<file path="src/rtl/mvu_pe_simd_acc.sv">
// mvu_pe_simd_acc: pipelined SIMD multiply-accumulate PE for the MVU stream.
// Lane products (stage 1) -> adder tree (stage 2) -> fold accumulator (stage 3)
// -> output register (stage 4). A single stall enable freezes the whole pipe
// while a result waits for the consumer.
// Optional build macro: MVU_PE_SAT_EN makes the lane sum and the accumulation
// saturate instead of wrapping modulo 2^TDstI.
module mvu_pe_simd_acc #(
    parameter int         SIMD   = 4,
    parameter int         TSrcI  = 4,
    parameter int         TW     = 4,
    parameter int         TDstI  = 16,
    parameter logic [1:0] OP_SGN = 2'b00,
    parameter int         SF     = 8
) (
    input  logic                  aclk,
    input  logic                  rst,
    input  logic                  in_valid,
    output logic                  in_ready,
    input  logic [SIMD*TSrcI-1:0] in_act,
    input  logic [SIMD*TW-1:0]    in_wgt,
    output logic                  out_valid,
    input  logic                  out_ready,
    output logic [TDstI-1:0]      out_data
);

    localparam bit A_SGN = OP_SGN[1];
    localparam bit W_SGN = OP_SGN[0];
`ifdef MVU_PE_SAT_EN
    // Products and the lane sum are kept wide enough that clamping sees the
    // true value rather than an already-wrapped one.
    localparam int PW      = TSrcI + TW + 2;
    localparam int PRW     = (PW > TDstI) ? PW : TDstI;
    localparam int SW      = PRW + $clog2(SIMD) + 2;
    localparam bit UNS_DOM = (OP_SGN == 2'b00);
    localparam logic signed [SW-1:0] U_MAX = {{(SW-TDstI){1'b0}}, {TDstI{1'b1}}};
    localparam logic signed [SW-1:0] S_MAX = {{(SW-TDstI+1){1'b0}}, {(TDstI-1){1'b1}}};
    localparam logic signed [SW-1:0] S_MIN = {{(SW-TDstI+1){1'b1}}, {(TDstI-1){1'b0}}};
`else
    // Wrapping arithmetic only needs the low TDstI bits everywhere.
    localparam int PRW = TDstI;
    localparam int SW  = TDstI;
`endif
    localparam int CW = (SF > 1) ? $clog2(SF) : 1;
    localparam logic signed [PRW-1:0] P_ONE  = {{(PRW-1){1'b0}}, 1'b1};
    localparam logic signed [PRW-1:0] P_MONE = {PRW{1'b1}};

    logic                  en;
    logic                  init_q;
    logic signed [PRW-1:0] prod_d [SIMD];
    logic signed [PRW-1:0] prod_q [SIMD];
    logic                  s1_valid_q;
    logic signed [SW-1:0]  sum_full;
    logic [TDstI-1:0]      sum_d;
    logic [TDstI-1:0]      sum_q;
    logic                  s2_valid_q;
    logic [TDstI-1:0]      acc_d;
    logic [TDstI-1:0]      acc_q;
    logic [CW-1:0]         fold_cnt_q;
    logic                  fold_last;
    logic                  acc_done_q;
    logic                  out_valid_q;
    logic [TDstI-1:0]      out_data_q;

`ifdef MVU_PE_SAT_EN
    function automatic logic [TDstI-1:0] sat_fn(input logic signed [SW-1:0] v);
        if (UNS_DOM) begin
            if (v[SW-1]) return '0;
            if (v > U_MAX) return U_MAX[TDstI-1:0];
            return v[TDstI-1:0];
        end
        if (v > S_MAX) return S_MAX[TDstI-1:0];
        if (v < S_MIN) return S_MIN[TDstI-1:0];
        return v[TDstI-1:0];
    endfunction

    function automatic logic signed [SW-1:0] ext_fn(input logic [TDstI-1:0] v);
        if (UNS_DOM) return {{(SW-TDstI){1'b0}}, v};
        return {{(SW-TDstI){v[TDstI-1]}}, v};
    endfunction
`endif

    assign en       = !out_valid_q | out_ready;
    assign in_ready = en & init_q;

    // Per-lane product; the encoding depends only on operand widths and OP_SGN.
    for (genvar i = 0; i < SIMD; i++) begin : g_lane
        logic [TSrcI-1:0] a;
        logic [TW-1:0]    w;
        assign a = in_act[i*TSrcI +: TSrcI];
        assign w = in_wgt[i*TW +: TW];

        if (TSrcI == 1 && TW == 1) begin : g_bb
            if (A_SGN && W_SGN) begin : g_pp
                assign prod_d[i] = (a[0] == w[0]) ? P_ONE : P_MONE;
            end else if (A_SGN) begin : g_pz
                assign prod_d[i] = w[0] ? (a[0] ? P_ONE : P_MONE) : '0;
            end else if (W_SGN) begin : g_zp
                assign prod_d[i] = a[0] ? (w[0] ? P_ONE : P_MONE) : '0;
            end else begin : g_zz
                assign prod_d[i] = (a[0] & w[0]) ? P_ONE : '0;
            end
        end else if (TSrcI == 1) begin : g_bn
            logic signed [PRW-1:0] w_e;
            assign w_e       = {{(PRW-TW){W_SGN ? w[TW-1] : 1'b0}}, w};
            assign prod_d[i] = a[0] ? w_e : (A_SGN ? -w_e : '0);
        end else if (TW == 1) begin : g_nb
            logic signed [PRW-1:0] a_e;
            assign a_e       = {{(PRW-TSrcI){A_SGN ? a[TSrcI-1] : 1'b0}}, a};
            assign prod_d[i] = w[0] ? a_e : (W_SGN ? -a_e : '0);
        end else begin : g_nn
            logic signed [PRW-1:0] a_e;
            logic signed [PRW-1:0] w_e;
            assign a_e       = {{(PRW-TSrcI){A_SGN ? a[TSrcI-1] : 1'b0}}, a};
            assign w_e       = {{(PRW-TW){W_SGN ? w[TW-1] : 1'b0}}, w};
            assign prod_d[i] = a_e * w_e;
        end
    end

    // Input acceptance is held off until the first cycle after reset.
    always_ff @(posedge aclk) begin
        if (rst) init_q <= 1'b0;
        else     init_q <= 1'b1;
    end

    // Stage 1: register lane products of an accepted beat.
    always_ff @(posedge aclk) begin
        if (rst) begin
            s1_valid_q <= 1'b0;
            for (int i = 0; i < SIMD; i++) prod_q[i] <= '0;
        end else if (en) begin
            s1_valid_q <= in_valid & in_ready;
            prod_q     <= prod_d;
        end
    end

    // Adder tree over all lanes.
    always_comb begin
        sum_full = '0;
        for (int i = 0; i < SIMD; i++) sum_full = sum_full + SW'(prod_q[i]);
`ifdef MVU_PE_SAT_EN
        sum_d = sat_fn(sum_full);
`else
        sum_d = sum_full;
`endif
    end

    // Stage 2: register the lane sum.
    always_ff @(posedge aclk) begin
        if (rst) begin
            s2_valid_q <= 1'b0;
            sum_q      <= '0;
        end else if (en) begin
            s2_valid_q <= s1_valid_q;
            sum_q      <= sum_d;
        end
    end

    assign fold_last = (fold_cnt_q == CW'(SF - 1));

    // First beat of a fold overwrites the accumulator, later beats add to it.
    always_comb begin
        if (fold_cnt_q == '0) begin
            acc_d = sum_q;
        end else begin
`ifdef MVU_PE_SAT_EN
            acc_d = sat_fn(ext_fn(acc_q) + ext_fn(sum_q));
`else
            acc_d = acc_q + sum_q;
`endif
        end
    end

    // Stage 3: fold accumulator; bubbles leave the count untouched.
    always_ff @(posedge aclk) begin
        if (rst) begin
            acc_q      <= '0;
            fold_cnt_q <= '0;
            acc_done_q <= 1'b0;
        end else if (en) begin
            acc_done_q <= s2_valid_q & fold_last;
            if (s2_valid_q) begin
                acc_q      <= acc_d;
                fold_cnt_q <= fold_last ? '0 : fold_cnt_q + 1'b1;
            end
        end
    end

    // Stage 4: output register; a consumed result is replaced or retired.
    always_ff @(posedge aclk) begin
        if (rst) begin
            out_valid_q <= 1'b0;
            out_data_q  <= '0;
        end else if (en) begin
            out_valid_q <= acc_done_q;
            if (acc_done_q) out_data_q <= acc_q;
        end
    end

    assign out_valid = out_valid_q;
    assign out_data  = out_data_q;

endmodule

</file>
<file path="config.mk">
export PLATFORM = sky130hd
export DESIGN_NAME = mvu_pe_simd_acc
export DESIGN_NICKNAME = d
export VERILOG_FILES = /design/src/rtl/mvu_pe_simd_acc.sv
export SDC_FILE = /design/constraint.sdc
export NUM_CORES = 1
export LEC_CHECK = 0
export CAP_MARGIN = 20
export CORE_ASPECT_RATIO = 0.6
export CORE_MARGIN = 1
export CORE_UTILIZATION = 50
export DETAILED_ROUTE_END_ITERATION = 7
export GPL_TIMING_DRIVEN = 0
export PLACE_DENSITY = 0.76
export SLEW_MARGIN = 20
export SYNTH_ARGS = -nofsm -noshare
export SYNTH_HDL_FRONTEND = slang
export SYNTH_SLANG_ARGS = --single-unit
</file>
<file path="constraint.sdc">
create_clock -name aclk -period 4.15 [get_ports aclk]
set_input_delay 1.245 -clock aclk [delete_from_list [all_inputs] [get_ports aclk]]
set_output_delay 1.245 -clock aclk [all_outputs]
set_load 0.1 [all_outputs]
</file>
Figure 1. Placement view (run 1).
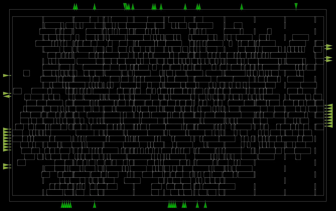
flop count: 82
final core utilization: 61.83%
Core Region: 0.01160 mm^2
count of standard-cell rows: 30
flop share of the area: 22.89%

Figure 2. Routed metal, one colour a layer (run 1).
Scale: 3 px per um. Only two layers are drawn.
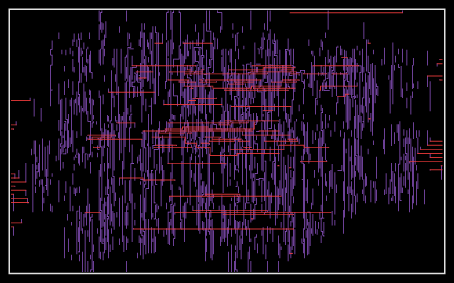
met2: drawn in purple, wire length 6800 um. met3: drawn in red, wire length 1120 um.

Figure 3. Logic cells by family (run 1).
Scale: 3 px per um.
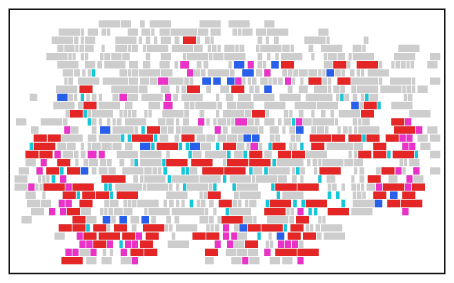
AND-OR and OR-AND gates: drawn in blue, cells 24. AND and OR gates: drawn in magenta, cells 64, where all over the die. inverters: drawn in cyan, cells 62. adder and majority cells: drawn in red, cells 103.

==> results.txt, run 1 <==
Results of the run.

The flow ran to the end, and the final reports show no timing, DRC or antenna violations. The final net count is just over 900. Looking at the reg2reg group, the worst path ends at sum_q[7]$_SDFFE_PP0N_.

The startpoint identified for the worst hold timing path is out_data[7]$_SDFFE_PP0P_. For the finished layout, the period the worst path requires is 4046 ps. The layout report gives the multi-input gate share of total cell area as 56.96%. The power of the sequential group is 0.910 mW. In this run the static leakage power is 3.209 nW. The tap cell count is 160.

The clock network power reported by the tool is 0.840 mW. The biggest slice of the area belongs to multi-input combinational cells. In the finished design, the share of the clock period the worst path needs comes to about 97%. Using the TritonRoute via totals, the vias-per-cell ratio works out to around 5.6. The worst-case setup slack after placement is -1139 ps. The combinational power is 0.878 mW. In this run the remaining antenna-violating nets after routing total 0. VDD sags by at most 207.2 uV.

In this run, the synthesized area fraction spent on adder and majority cells is recorded as 25.16%. The number of cells on the worst reg-to-reg path is 10. 551 cells are multi-input combinational gates. The family with the most delay on the worst path is buffers and inverters. The final cell count without fillers is 953. Per the final report, the share of cell area in clock cells is 4.309%.

The maximum fanout along the worst path is 19. Pins over their slew limit in the final report were tallied at 0. Setup repair after global routing left no endpoint under its margin. The deepest level of the CTS H-tree is 3. The width of the die is between 100 and 150 um. The I/O pin count is 54. The initial DRC count is 362.

The fraction of power consumed by combinational cells is 33.4%. The start-to-end type of the worst setup path is in2out. The layout has 10 clock buffers. The nature of the critical path endpoint is an output pin. The prevailing logic family in the synthesized netlist is adder cells.

The final timing report lists clock skew as 13.24 ps. The transition time at the pin with the least slew margin is between 900 and 1000 ps. Across all hold checks on the routed design, the worst slack comes to 452.1 ps.

The final hold violation count recorded for this run is 0. The inverter count of the layout excluding clock inverters is 62. 0 antenna diodes ended up in the layout. The residual DRC count is 0. Data on the critical path arrives at its endpoint at 2800 ps. The number of hold buffers added after cts is 0. After synthesis, the mean cell area works out to about 8.4 um^2.

In this run, the synthesized area fraction spent on and/or/nand/nor cells is recorded as 22.25%. Per the layout area report, the combinational gate area comes to between 0.004 and 0.005 mm^2. After Yosys synthesis, AND-OR and OR-AND compound gates account for between 15 and 20% of the synthesized area. The report lists the power per cell area as 366.4 mW/mm^2.

The first global-routing pass estimated 25.49 mm of wire. In the layout the commonest cells are 143 x sky130_fd_sc_hd__nand2_1, 82 x sky130_fd_sc_hd__dfxtp_1, 73 x sky130_fd_sc_hd__a21oi_1. The nature of the critical path startpoint is a primary input. Across all layers, the routed design uses between 5k and 6k vias. Summing all non-filler instances in the final layout gives an area of 0.007172 mm^2. Yosys reports that the most numerous cell types are 143 x sky130_fd_sc_hd__nand2_1, 82 x sky130_fd_sc_hd__dfxtp_1, 77 x sky130_fd_sc_hd__a21oi_1. Summing the sequential cell areas from Yosys gives 26.88% of the chip area. The buffer levels on the longest clock path is 2. The post-DP HPWL is 12.27 mm. TritonCTS built the clock tree. The total cell area at the placement stage is 0.006828 mm^2. sky130_fd_sc_hd__dfxtp_1 takes more of the synthesized area than any other cell.

The part of the power in registers is around a third. The Yosys step of the flow raised 0 warnings. The CTS log lists the clock sinks for this run as around 80. The number of enable-type register cells in the synthesized netlist is 0. The sequential cell area is 0.001642 mm^2. The mux contribution to synthesized area is 1.803%. The synthesized net count is ~860. CTS added clock buffers totalling 9.

TritonRoute output was used to compute an average wire per cell of ~16 um. The leftover overflow at the end of global routing is 0. Per the layout report, the design carries 988 filler cells.

The most common logic cell in the routed design is sky130_fd_sc_hd__nand2_1. The top cell type by area accounts for 26.88% of the synthesized area. The xor/xnor share of the synthesized area is 2.151%. The number of iterations in the first detailed-routing pass is 5.

Synthesis produced 725 cells. Counting flops with an async set or reset pin after synthesis yields a share of 0%. The clock latency reported for the late side of the worst-skew pair is 350 ps.

The total setup violations reported at the end of the flow is 0.
-- run 1: layer usage --
| metal | wire length (um) | GRT usage [%] |
|---|---|---|
| met5 | 0 | 0 |
| met4 | 224 | 7.464 |
| met1 | 7489 | 35.94 |
| met3 | 1119 | 5.413 |
| met2 | 6798 | 42.05 |
-- run 1: worst max path at each step --
stage                     from  cells past startpoint                       to
floorplan            out_ready                      4                 in_ready
global placement     out_ready                      6                 in_ready
detailed placement   out_ready                      6                 in_ready
CTS                  in_act[8]                     12  prod_q[22]$_SDFFE_PP0N_
global route        in_act[12]                     11   prod_q[7]$_SDFFE_PP0N_
finish               out_ready                      5                 in_ready
-- run 1: timing repair --
item / in CTS / in global routing
buffers inserted: 0 / 1
pin swaps: 0 / 2
endpoints found under the hold margin: 0 / 0
resized: 6 / 12
endpoints found under the setup margin: 1 / 4
==> run 1 -> run 2 <==
- CTS_CLUSTER_DIAMETER: not set -> 80
Figure 4. Layout detail (run 2).
Window x 57 to 87, y 29 to 59 um. Cells in grey, sequential cells in the stronger grey; small squares are vias.
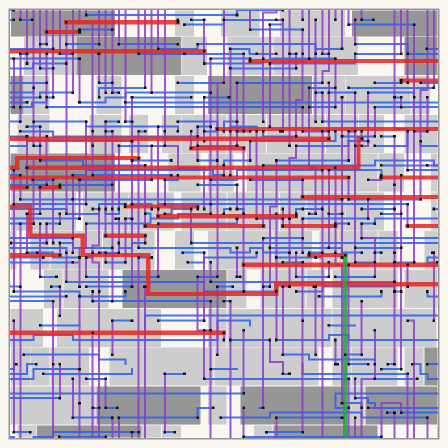
met3: drawn in red. met1: drawn in blue. met2: drawn in purple. met4: drawn in green.
Netlist names of flops here include prod_q (5), sum_q (2). 78 logic cells have their middle in the window. Sequential cells in the window: 9. Most frequent: inv_1 (11), dfxtp_1 (9), nand2_1 (6).

==> run 2 against run 1 <==
Against the previous run:
- combinational power about the same
- setup slack did not move
- non-clock buffer count did not move
- fmax stayed put
- critical path type unchanged
==> results.txt, run 2 <==
Results of the run.

The maximum clock skew at final layout is 13.24 ps (unchanged). The xor/xnor share of the synthesized area is 2.151% (unchanged). The area of all placed cells without fillers is 0.007172 mm^2 (unchanged). The per-instance average area after synthesis is 8.424 um^2 (unchanged). The final critical-path share of the clock period is 97.50% (unchanged). The capturing element of the worst setup path is in_ready. The number of buffers added by the clock tree synthesis step came to 9 (unchanged). The shortest period the worst path allows is 4046 ps (unchanged). The leftover overflow at the end of global routing is 0 (unchanged). The portion of the post-synthesis area used by sequential elements is 26.88% (unchanged). The data arrival time at the worst-slack endpoint is 2800 ps (about the same). The number of vias per cell was 5.600 (unchanged).

The maximum resistive drop on vdd came to 207.2 uV (unchanged). The global-route wire length before repair is 25.49 mm (unchanged). The quantity of gates resized following cts came to 6 (unchanged). The number of diodes is 0 (unchanged). The count of endpoints failing hold in the final timing report came to 0 (unchanged). The residual antenna-violating net count after detailed routing was 0 (unchanged).

The number of hold buffers added after cts is 0 (unchanged). The fraction of power consumed by combinational cells was 33.4% (about the same). The cell depth of the worst flop-to-flop path is 10 (unchanged). The synthesized net count is 864 (unchanged). The met2 usage in global routing is 42.05% (unchanged). The width of the die was 144.7 um (unchanged).

The largest area contributor in the synthesized netlist is sky130_fd_sc_hd__dfxtp_1. The deepest level of the CTS H-tree is 3 (unchanged). The flow ran to the end, and the final reports show no timing, DRC or antenna violations.

The number of iterations in the first detailed-routing pass came to 5 (unchanged). Setup repair after global routing left no endpoint under its margin. The detail-routed net length per standard cell is 16.40 um (unchanged). The simple logic cell fraction of the synthesized area came to 22.25% (unchanged). The detailed-route via count was 5337 (unchanged). The area fraction in compound gates is 15.14% (unchanged). The TritonCTS clock tree is done. The met1 capacity usage during global routing is 35.94% (unchanged).
Figure 5. Placement view (run 2).
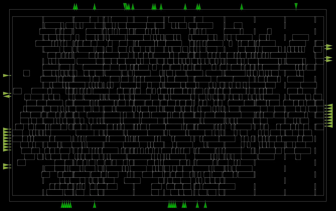
FILL cells: 988
number of tap cells added at floorplan: 160

## run 2: cell counts after synthesis
Identical to the previous run, type by type.
## run 2: tightest hold or removal path, stage by stage, from the launching register on
cell and delay (ps):
sky130_fd_sc_hd__dfxtp_1 310, sky130_fd_sc_hd__nand2_1 50, sky130_fd_sc_hd__a21oi_1 50
## run 2: metal layers
metal | share of wire (%) | routed length, um
met4 | 1.4 | 224
met1 | 48 | 7489
met2 | 43 | 6798
met3 | 7.2 | 1119
met5 | 0 | 0
## run 2: final cells by class
cell class | count | area, um^2
well taps | 160 | 200.2
repair buffers | 53 | 535.5
fillers | 988 | 4427
clock buffers | 10 | 239.0
flip-flops and latches | 82 | 1642
clock inverters | 6 | 70.07
inverters | 62 | 232.7
multi-input cells | 551 | 4085
plain buffers | 29 | 167.7
No activity file was given, so power comes from the tool's default toggle rates.
